Fig. 1: run 1, signal wires by layer
(2 px per um)
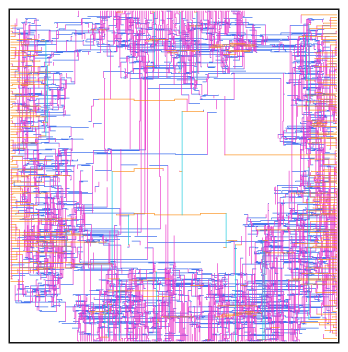
Fig. 2: run 1, routing congestion map
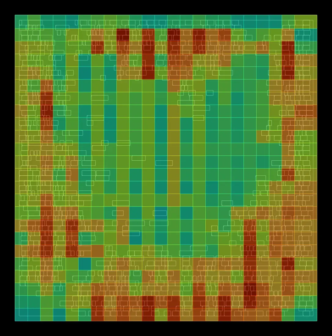
Fig. 3: run 1, pin placement
(1.5 px per um) Pins as bars across the die edge, other pins in grey.
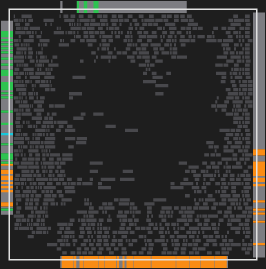
Fig. 4: run 1, port wiring
(2 px per um)
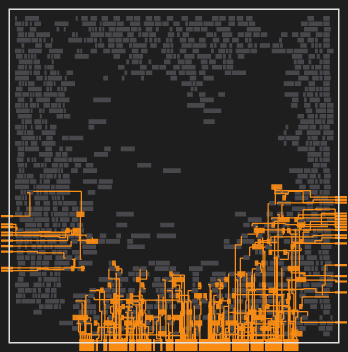
<file path="src/rtl/apb4_master_arbiter.sv">
// Round-robin arbiter that funnels NUM_REQ register clients onto one APB4 master port.
// Each accepted request runs SETUP -> ACCESS (wait on pready) -> RESP before the next grant.
module apb4_master_arbiter #(
  parameter int          NUM_REQ    = 4,
  parameter int          ADDR_WIDTH = 32,
  parameter int          DATA_WIDTH = 32,
  parameter logic [2:0]  PPROT      = 3'b000
) (
  input  logic                            clk_i,
  input  logic                            rst_i,
  input  logic [NUM_REQ-1:0]              req_valid_i,
  input  logic [NUM_REQ-1:0]              req_write_i,
  input  logic [NUM_REQ*ADDR_WIDTH-1:0]   req_addr_i,
  input  logic [NUM_REQ*DATA_WIDTH-1:0]   req_wdata_i,
  output logic [NUM_REQ-1:0]              req_ready_o,
  output logic [NUM_REQ-1:0]              rsp_valid_o,
  output logic [DATA_WIDTH-1:0]           rsp_rdata_o,
  output logic                            rsp_err_o,
  output logic                            busy_o,
  output logic [ADDR_WIDTH-1:0]           paddr_o,
  output logic [2:0]                      pprot_o,
  output logic                            psel_o,
  output logic                            penable_o,
  output logic                            pwrite_o,
  output logic [DATA_WIDTH-1:0]           pwdata_o,
  output logic [DATA_WIDTH/8-1:0]         pstrb_o,
  input  logic                            pready_i,
  input  logic [DATA_WIDTH-1:0]           prdata_i,
  input  logic                            pslverr_i
);

  localparam int PW = (NUM_REQ > 1) ? $clog2(NUM_REQ) : 1;
  localparam int SW = DATA_WIDTH / 8;
  localparam logic [PW:0]   NUM_REQ_W = (PW+1)'(NUM_REQ);
  localparam logic [PW-1:0] LAST_IDX  = PW'(NUM_REQ - 1);

  typedef enum logic [1:0] {
    S_IDLE   = 2'd0,
    S_SETUP  = 2'd1,
    S_ACCESS = 2'd2,
    S_RESP   = 2'd3
  } state_t;

  state_t                 state_q, state_d;
  logic [PW-1:0]          ptr_q, ptr_d;
  logic [PW-1:0]          gnt_q, gnt_d;
  logic [ADDR_WIDTH-1:0]  addr_q, addr_d;
  logic [DATA_WIDTH-1:0]  wdata_q, wdata_d;
  logic [DATA_WIDTH-1:0]  rdata_q, rdata_d;
  logic [SW-1:0]          strb_q, strb_d;
  logic                   write_q, write_d;
  logic                   psel_q, psel_d;
  logic                   penable_q, penable_d;
  logic                   err_q, err_d;
  logic [NUM_REQ-1:0]     rsp_valid_q, rsp_valid_d;

  logic                   found;
  logic [PW-1:0]          pick;
  logic [PW:0]            cand;

  // First requesting index at or after ptr_q, wrapping at NUM_REQ.
  always_comb begin
    found = 1'b0;
    pick  = '0;
    cand  = '0;
    for (int i = 0; i < NUM_REQ; i++) begin
      cand = {1'b0, ptr_q} + (PW+1)'(i);
      if (cand >= NUM_REQ_W) cand = cand - NUM_REQ_W;
      if (!found && req_valid_i[cand[PW-1:0]]) begin
        found = 1'b1;
        pick  = cand[PW-1:0];
      end
    end
  end

  // Handshake: a requester holds req_valid and its payload until it sees its req_ready
  // bit, which is a single-cycle accept pulse raised only while idle; the matching
  // rsp_valid bit pulses once when the APB transfer has completed.
  always_comb begin
    req_ready_o = '0;
    if (state_q == S_IDLE && found) req_ready_o[pick] = 1'b1;
  end

  always_comb begin
    state_d     = state_q;
    ptr_d       = ptr_q;
    gnt_d       = gnt_q;
    addr_d      = addr_q;
    wdata_d     = wdata_q;
    rdata_d     = rdata_q;
    strb_d      = strb_q;
    write_d     = write_q;
    psel_d      = psel_q;
    penable_d   = penable_q;
    err_d       = err_q;
    rsp_valid_d = '0;
    case (state_q)
      S_IDLE: begin
        if (found) begin
          state_d   = S_SETUP;
          gnt_d     = pick;
          ptr_d     = (pick == LAST_IDX) ? '0 : pick + 1'b1;
          addr_d    = req_addr_i[pick*ADDR_WIDTH +: ADDR_WIDTH];
          wdata_d   = req_wdata_i[pick*DATA_WIDTH +: DATA_WIDTH];
          write_d   = req_write_i[pick];
          strb_d    = req_write_i[pick] ? '1 : '0;
          psel_d    = 1'b1;
          penable_d = 1'b0;
        end
      end
      S_SETUP: begin
        state_d   = S_ACCESS;
        penable_d = 1'b1;
      end
      S_ACCESS: begin
        if (pready_i) begin
          state_d            = S_RESP;
          psel_d             = 1'b0;
          penable_d          = 1'b0;
          err_d              = pslverr_i;
          rsp_valid_d[gnt_q] = 1'b1;
          if (!write_q) rdata_d = prdata_i;
        end
      end
      S_RESP: begin
        state_d = S_IDLE;
      end
      default: begin
        state_d = S_IDLE;
      end
    endcase
  end

  always_ff @(posedge clk_i) begin
    if (rst_i) begin
      state_q     <= S_IDLE;
      ptr_q       <= '0;
      gnt_q       <= '0;
      addr_q      <= '0;
      wdata_q     <= '0;
      rdata_q     <= '0;
      strb_q      <= '0;
      write_q     <= 1'b0;
      psel_q      <= 1'b0;
      penable_q   <= 1'b0;
      err_q       <= 1'b0;
      rsp_valid_q <= '0;
    end else begin
      state_q     <= state_d;
      ptr_q       <= ptr_d;
      gnt_q       <= gnt_d;
      addr_q      <= addr_d;
      wdata_q     <= wdata_d;
      rdata_q     <= rdata_d;
      strb_q      <= strb_d;
      write_q     <= write_d;
      psel_q      <= psel_d;
      penable_q   <= penable_d;
      err_q       <= err_d;
      rsp_valid_q <= rsp_valid_d;
    end
  end

  assign rsp_valid_o = rsp_valid_q;
  assign rsp_rdata_o = rdata_q;
  assign rsp_err_o   = err_q;
  assign busy_o      = (state_q != S_IDLE);
  assign paddr_o     = addr_q;
  assign pprot_o     = PPROT;
  assign psel_o      = psel_q;
  assign penable_o   = penable_q;
  assign pwrite_o    = write_q;
  assign pwdata_o    = wdata_q;
  assign pstrb_o     = strb_q;

endmodule

</file>
<file path="config.mk">
export PLATFORM = sky130hd
export DESIGN_NAME = apb4_master_arbiter
export DESIGN_NICKNAME = d
export VERILOG_FILES = /design/src/rtl/apb4_master_arbiter.sv
export SDC_FILE = /design/constraint.sdc
export NUM_CORES = 1
export LEC_CHECK = 0
export CORE_AREA = 2 2 162 164
export DETAILED_ROUTE_END_ITERATION = 7
export DIE_AREA = 0 0 164 166
export PLACE_DENSITY = 0.71
export SYNTH_ARGS = -nofsm -noshare
export SYNTH_HDL_FRONTEND = slang
export SYNTH_SLANG_ARGS = --single-unit
</file>
<file path="constraint.sdc">
create_clock -name clk_i -period 2.16 [get_ports clk_i]
set_input_delay 0.432 -clock clk_i [delete_from_list [all_inputs] [get_ports clk_i]]
set_output_delay 0.432 -clock clk_i [all_outputs]
set_load 0.02 [all_outputs]
</file>
==> metrics.cfg, run 1 <==
[run_status]
status=finished with violations
failed_checks=setup timing

[worst_setup_path]
cp_common_cell=buf_6
end_kind=primary output
r2r_slack_ns=0.03
critPathCapture=req_ready_o[3]
crit_family=simple AND/OR/NAND/NOR gates
slowest_delay_ns=0.39
arrival_ns=1.75

[synth]
topCombFamilyByArea=AND-OR/OR-AND gates
synthDominantCellAreaShare_pct=37.0
ys_ff=110
muxShareOfSynthArea_pct=14.9
aoi_share_pct=26.4
xor_share_pct=0
netlist-cell-type-count=37
ys_top_cells_by_count=dfxtp_1, a21oi_1, nand2_1
yosysWarningCount=0
adder_share_pct=1.05
ys_cells=683

[global_routing]
grt_pass1_vias=7160
grt_busiest_layer=met2

[final_timing]
setup_viol=2
rsz0062_at_grt=yes
fin_skew_ns=0.0167
setup_ws_ns=-0.0214
hold_viol_final=0

[finish]
clockNetworkAreaShare_pct=2.75
fin_nets=1392
regArea_sq_um=2210
dominant_cells=non-clock buffers
insertedDiodeCount=2
syn_to_final_growth_pct=88.6
layout.nonclk_buf_share_pct=42.2
lay_top_cells=clkdlybuf4s50_1, dfxtp_1, a21oi_1
ff_count=110

[cts]
clockRootBuffer=clkbuf_16
cts_sinks=110
clk_latency_ns=0.36

[die]
rows=59
die-area_sq_um=27200

[detailed_routing]
wl_met3_mm=2.51
drt-initial-drc-count=356

[hold_path]
worst_hold_path_type=register to register
worst_hold_path.endpoint=rsp_rdata_o[24]$_SDFFE_PP0P_

About Fig. 1:
Key: blue = met1 [wire length 10900 um]; orange = met3 [wire length 2510 um]; magenta = met2 [wire length 13900 um]; cyan = met4 [wire length 694 um]
final WL: 28.0 mm
post-DR wirelength/cell: 19.6 um

About Fig. 2:
met3 Use GR: 6.29%
Finished Core Util: 43.8%
GR Util met2: 33.9%
met1 usage: 22.0%

About Fig. 3:
Key: cyan = rsp_err_o [pins 1, direction output, edge left]; green = rsp_rdata_o [pins 32, direction output, edge 26 left, 6 top]; orange = req_wdata_i [pins 128, direction input, edge 100 bottom, 18 right, 10 left]
port bufs: 412
Die Ht: 166 um
die width: 164 um

About Fig. 4:
Key: orange = req_wdata_i [bits 128, direction input, end cells 96, buffers 128, wire 4060 um]
I/O pin cnt: 416

--- run 2 (diff from run 1) ---
--- a/config.mk
+++ b/config.mk
@@ -8,6 +8,7 @@
 export CORE_AREA = 2 2 162 164
 export DETAILED_ROUTE_END_ITERATION = 7
 export DIE_AREA = 0 0 164 166
+export GPL_TIMING_DRIVEN = 0
 export PLACE_DENSITY = 0.71
 export SYNTH_ARGS = -nofsm -noshare
 export SYNTH_HDL_FRONTEND = slang
Fig. 5: run 2, routing congestion map
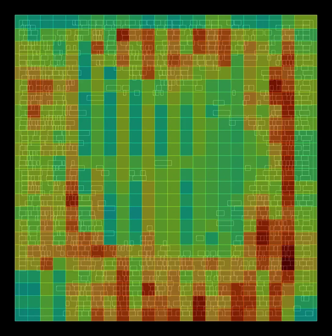
gr usage total: 19.8%
GR Util met2: 34.7%
met3 Use GR: 6.14%

Fig. 6: run 2, sequential cells coloured by netlist name
(1.5 px per um) Other sequential cells in the stronger grey, the rest of the logic in the fainter grey.
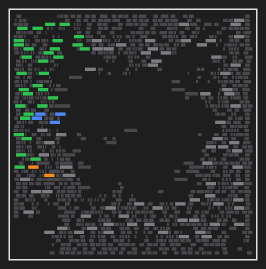
Key: blue = rsp_valid_o [sequential cells 4, where left middle]; orange = state_q [sequential cells 2]; green = rsp_rdata_o [sequential cells 32]
Seq/total area: 19.6%
Register Area: 2210 sq um
Finished Core Util: 44.1%
sequential power: 3.25 mW

Fig. 7: run 2, pin placement
(1.5 px per um) Pins as bars across the die edge, other pins in grey.
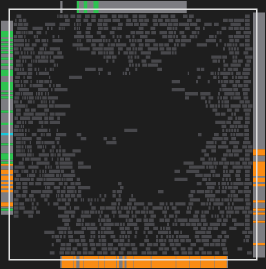
Key: cyan = rsp_err_o [pins 1, direction output, edge left]; green = rsp_rdata_o [pins 32, direction output, edge 26 left, 6 top]; orange = req_wdata_i [pins 128, direction input, edge 100 bottom, 18 right, 10 left]
All pins by edge: 121 bottom, 120 right, 95 left, 80 top.

==> metrics.cfg, run 2 <==
[final_timing]
setup_viol=35
hold_viol_final=0
rsz0062_at_grt=yes
fin_skew_ns=0.0112
setup_ws_ns=-0.177

[synth]
ys_top_cells_by_count=dfxtp_1, a21oi_1, nand2_1
ys_ff=110
topCombFamilyByArea=AND-OR/OR-AND gates
synthDominantCellAreaShare_pct=37.0
muxShareOfSynthArea_pct=14.9
ys_cells=683
xor_share_pct=0
aoi_share_pct=26.4
netlist-cell-type-count=37

[cts]
clockRootBuffer=clkbuf_16
clk_latency_ns=0.35

[finish]
clockNetworkAreaShare_pct=3.01
fin_nets=1431
syn_to_final_growth_pct=89.8
lay_top_cells=clkdlybuf4s50_1, dfxtp_1, a21oi_1
layout.nonclk_buf_share_pct=41.7
ff_count=110

[die]
ios=416
die-area_sq_um=27200
die_width_um=164
die_y_um=166

[hold_path]
worst_hold_path.endpoint=rsp_rdata_o[0]$_SDFFE_PP0P_
worst_hold_path_type=register to register

[detailed_routing]
totalWireLength_mm=28.6
wl_per_cell_um=19.5
drt-initial-drc-count=389
wl_met3_mm=2.63

[placed_design]
placed_area_sq_um=10500

[global_routing]
grt_pass1_vias=7262
grt_busiest_layer=met2

[pwr]
power_density_nw_per_um2=1130

[run_status]
failed_checks=setup timing
status=finished with violations

[worst_setup_path]
cp_common_cell=buf_6
critPathCapture=req_ready_o[3]
end_kind=primary output
slowest_delay_ns=0.38
arrival_ns=1.90

No activity file was given, so power comes from the tool's default toggle rates.
